[src/rtl/kairo_reg_mt.sv]
// Multi-task integer register file. It has NTASK banks of 32 x XLEN registers,
// two registered read ports, one shared array write port, and a debug access
// port. A sequencer can zero one task's bank so that a task context can be
// recycled.
module kairo_reg_mt #(
    parameter int unsigned XLEN   = 32,
    parameter int unsigned NTASK  = 2,
    parameter bit          FWD_EN = 1'b1
) (
    input  logic                     CLK,
    input  logic                     RST_N,
    input  logic [$clog2(NTASK)-1:0] WTASKNUM,
    input  logic [4:0]               WADDR,
    input  logic                     WE,
    input  logic [XLEN-1:0]          WDATA,
    input  logic [$clog2(NTASK)-1:0] RTASKNUM,
    input  logic [4:0]               RS1ADDR,
    input  logic [4:0]               RS2ADDR,
    output logic [XLEN-1:0]          RS1,
    output logic [XLEN-1:0]          RS2,
    input  logic                     AR_EN,
    input  logic                     AR_WR,
    input  logic [$clog2(NTASK)-1:0] AR_TASK,
    input  logic [4:0]               AR_AD,
    input  logic [XLEN-1:0]          AR_DI,
    output logic [XLEN-1:0]          AR_DO,
    output logic                     AR_ACK,
    input  logic                     CLR_REQ,
    input  logic [$clog2(NTASK)-1:0] CLR_TASK,
    output logic                     CLR_BUSY,
    output logic                     CLR_DONE
);
    localparam int unsigned TW = $clog2(NTASK);
    localparam int unsigned AW = TW + 5;

    typedef enum logic [1:0] {StIdle, StClear, StDone} state_e;

    state_e          state_q, state_d;
    logic [4:0]      cnt_q, cnt_d;
    logic [TW-1:0]   clr_task_q, clr_task_d;
    logic [XLEN-1:0] mem_q [2**AW];

    logic            ar_go;
    logic            arr_we;
    logic [AW-1:0]   arr_wa;
    logic [XLEN-1:0] arr_wd;
    logic [AW-1:0]   ra1, ra2;
    logic [XLEN-1:0] rd1, rd2;
    logic [XLEN-1:0] rs1_q, rs2_q, ar_do_q;
    logic            ar_ack_q;

    // A debug access runs only in IDLE. A simultaneous clear request takes precedence.
    assign ar_go = (state_q == StIdle) && AR_EN && !CLR_REQ;

    // Clear sequencer next state: IDLE -> CLEAR (r1..r31) -> DONE -> IDLE.
    always_comb begin
        state_d    = state_q;
        cnt_d      = cnt_q;
        clr_task_d = clr_task_q;
        case (state_q)
            StIdle: begin
                if (CLR_REQ) begin
                    state_d    = StClear;
                    cnt_d      = 5'd1;
                    clr_task_d = CLR_TASK;
                end
            end
            StClear: begin
                if (cnt_q == 5'd31) begin
                    state_d = StDone;
                end
                cnt_d = cnt_q + 5'd1;
            end
            StDone:  state_d = StIdle;
            default: state_d = StIdle;
        endcase
    end

    // Write-port arbitration: clear sequencer, then debug access, then core.
    always_comb begin
        arr_we = 1'b0;
        arr_wa = {WTASKNUM, WADDR};
        arr_wd = WDATA;
        if (state_q == StClear) begin
            arr_we = 1'b1;
            arr_wa = {clr_task_q, cnt_q};
            arr_wd = '0;
        end else if (ar_go) begin
            arr_we = AR_WR;
            arr_wa = {AR_TASK, AR_AD};
            arr_wd = AR_DI;
        end else if (!((state_q == StIdle) && AR_EN)) begin
            arr_we = WE;
        end
    end

    // Read-port addressing and data selection. Register 0 reads as zero and
    // same-cycle writes are forwarded.
    always_comb begin
        ra1 = (ar_go && !AR_WR) ? {AR_TASK, AR_AD} : {RTASKNUM, RS1ADDR};
        ra2 = {RTASKNUM, RS2ADDR};
        if (ra1[4:0] == 5'd0) begin
            rd1 = '0;
        end else if (FWD_EN && arr_we && (arr_wa == ra1)) begin
            rd1 = arr_wd;
        end else begin
            rd1 = mem_q[ra1];
        end
        if (ra2[4:0] == 5'd0) begin
            rd2 = '0;
        end else if (FWD_EN && arr_we && (arr_wa == ra2)) begin
            rd2 = arr_wd;
        end else begin
            rd2 = mem_q[ra2];
        end
    end

    // Control state and registered read results.
    always_ff @(posedge CLK) begin
        if (!RST_N) begin
            state_q    <= StIdle;
            cnt_q      <= '0;
            clr_task_q <= '0;
            rs1_q      <= '0;
            rs2_q      <= '0;
            ar_do_q    <= '0;
            ar_ack_q   <= 1'b0;
        end else begin
            state_q    <= state_d;
            cnt_q      <= cnt_d;
            clr_task_q <= clr_task_d;
            rs1_q      <= rd1;
            rs2_q      <= rd2;
            ar_ack_q   <= ar_go;
            if (ar_go && !AR_WR) begin
                ar_do_q <= rd1;
            end
        end
    end

    // The array has no reset. No write happens in a reset cycle, so an aborted
    // clear stops exactly where it was.
    always_ff @(posedge CLK) begin
        if (RST_N && arr_we) begin
            mem_q[arr_wa] <= arr_wd;
        end
    end

    assign RS1      = rs1_q;
    assign RS2      = rs2_q;
    assign AR_DO    = ar_do_q;
    assign AR_ACK   = ar_ack_q;
    assign CLR_BUSY = (state_q == StClear);
    assign CLR_DONE = (state_q == StDone);

endmodule

[config.mk]
export PLATFORM = sky130hd
export DESIGN_NAME = kairo_reg_mt
export DESIGN_NICKNAME = d
export VERILOG_FILES = /design/src/rtl/kairo_reg_mt.sv
export SDC_FILE = /design/constraint.sdc
export NUM_CORES = 2
export LEC_CHECK = 0
export CORE_MARGIN = 3
export CORE_UTILIZATION = 55
export CTS_CLUSTER_DIAMETER = 120
export DETAILED_ROUTE_END_ITERATION = 7
export PLACE_DENSITY = 0.72
export SLEW_MARGIN = 20
export SYNTH_ARGS = -nofsm -noshare
export SYNTH_HDL_FRONTEND = slang
export SYNTH_SLANG_ARGS = --single-unit
[constraint.sdc]
create_clock -name CLK -period 4.5 [get_ports CLK]
set_clock_uncertainty 0.1 [all_clocks]
set_input_delay 0.675 -clock CLK [delete_from_list [all_inputs] [get_ports CLK]]
set_output_delay 0.675 -clock CLK [all_outputs]
set_load 0.01 [all_outputs]
### Clock network drawn from the DEF

(1.5 px per µm)
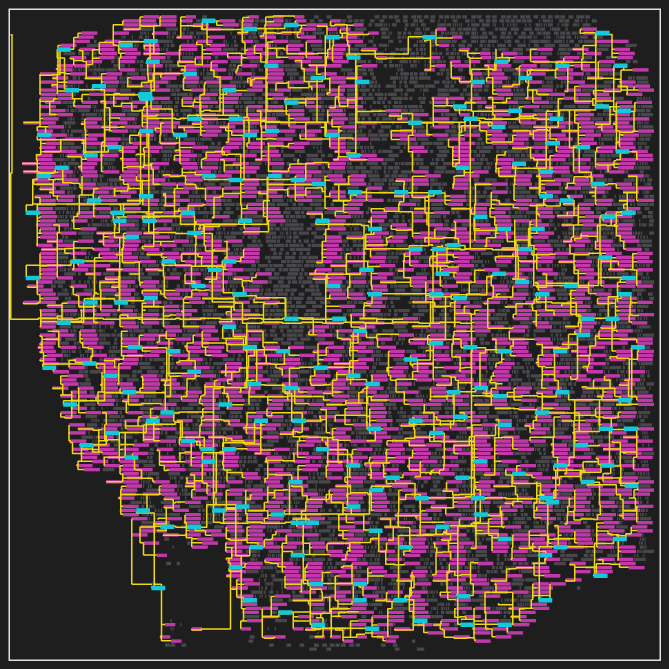
[yellow] clock wires | length: 24.4 mm
[magenta] flip-flops | count: 2,153
[cyan] clock-net drivers | count: 214
flops lie: all over the die
routed clock nets: 215
source-to-sink clock delay at the later pin of the worst-skew pair: 0.89 ns
clk pwr: 17.7 mW
clock power share: 0.384

### Placement by cell class

(1 px per µm) Fill, decap, tap and diode cells in gray.
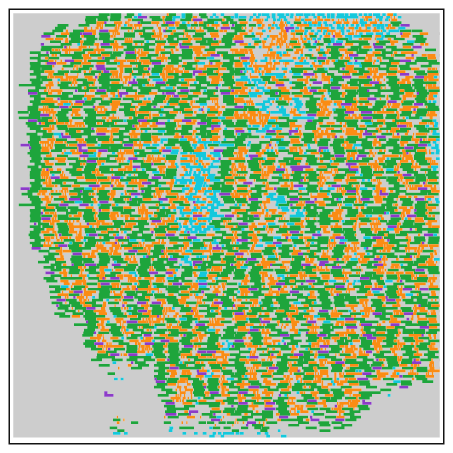
[cyan] remaining buffers and delay cells | cells: 760
[green] registers | cells: 2,153
[purple] clock drivers and dummy loads | cells: 397
[orange] remaining logic cells | cells: 4,030

### Cell area per tile

(0.5 px per µm) The die is cut into 22 by 22 equal tiles; black is low, pale yellow is high, 0 to 100% covered.
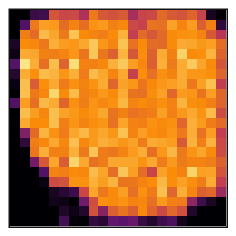
fullest tile: 95%
mean over tiles: 61%
tiles over 75% full: 38%
emptiest ninth of the die: south-west

==> Table 3: Implementation characteristics <==
Summary of implementation characteristics

Parameter                              Value

Logic synthesis
  Dominant register cell in the synthesized netlist    edfxtp_1
  Post-synth ARST share    0
  Largest cells by area    edfxtp_1 61%, mux4_2 16%, nand2_1 5.2%
  Simple-gate portion of the synthesized area    0.08758
  Area fraction in mux cells    0.1833
  Total cells reported by yosys after synthesis    6,752
  Area share of the leading cell type in the synthesized netlist    0.6135
  Top cells by count    2,048 x edfxtp_1, 1,378 x nand2_1, 704 x mux4_2

Power and ir drop
  Switching portion of total power    0.2557
  Worst IR drop on VDD    351.0 µV
  Group drawing the most power    registers
  Sequential power share    0.488
  Total power density per cell area    392.0 nW/µm²
  Total power after layout    46.02 mW

Floorplan
  X dimension of the die    432.9 µm
  Num tapcells    2,370
  Floorplan Utilization    0.5540
  Total die area    187,400 µm²

Clock tree
  Cts-stage hold buffer count    0
  Clock transition at the register clock pins on the worst setup and hold paths after CTS    0.07 ns
  CTS tree    done
  Clock Path Buffers    3

Timing
  Worst setup slack after layout    0.04900 ns
  Final tally of max-slew violations    0
  RSZ-0062 raised after global routing    false
  Final Hold Fails    0

Setup path
  Count of cells along the worst register-to-register path    13
  Critical R2R Launch    state_q[0]$_SDFFE_PN0P_
  Crit path arrival time    5.12 ns

Placement
  Weighted congestion at the end of routability-driven global placement    0.9698
  Total placed cells including tap cells    9,313
  Tally of buffers added on design ports    192

Outcome
  Result of the run    finished, violations left
  Violations in the final reports    design-rule violations

GRT
  GR met2 Demand/Resource    0.5760
  Global Route met3 Usage    0.1517
  Most Crowded Layer GR    met2
  Vias in the first global route    70,644
  Global-route total usage across every layer    0.4101
  Wire length of the first global-routing pass    535,300 µm
  Met1 Resource Use GR    0.5189

Routing
  Met2 wire length    161,500 µm
  Count of unresolved DRC violations after routing    4
  Detailed-route wire length    384,700 µm

Final layout
  FF/Latch Area    63,600 µm²
  Finished Core Util    0.6489
  Most instantiated logic cell after routing    edfxtp_1
  Number of ordinary and repair buffers in the finished layout    760
  Cell group occupying the most layout area    sequential cells

Run
  Tool warnings    30
### Clock nets

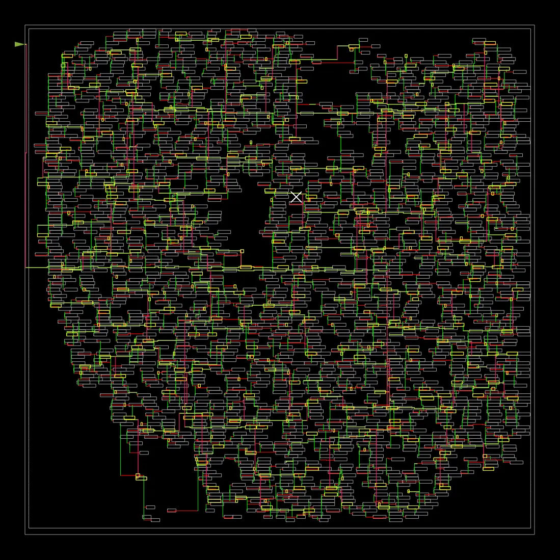
Seq Cell Count: 2,153
cts bufs inserted: 214
CLK BUF: 270
count of clock tree sinks: 2,153

### Close-up of the layout

Window x 204 to 229, y 204 to 229 µm. Cells in gray, sequential cells in the stronger gray; small squares are vias.
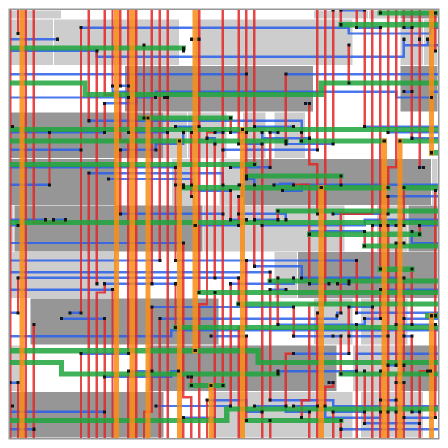
[red] M2
[orange] M4
[green] M3
[blue] M1
most frequent: edfxtp_1 (9), nand2_1 (8)
sequential cells in the window: 9
cells with their middle in the window: 29
netlist names of flops here include: `mem_q` (9)

No activity file was given, so power comes from the tool's default toggle rates.
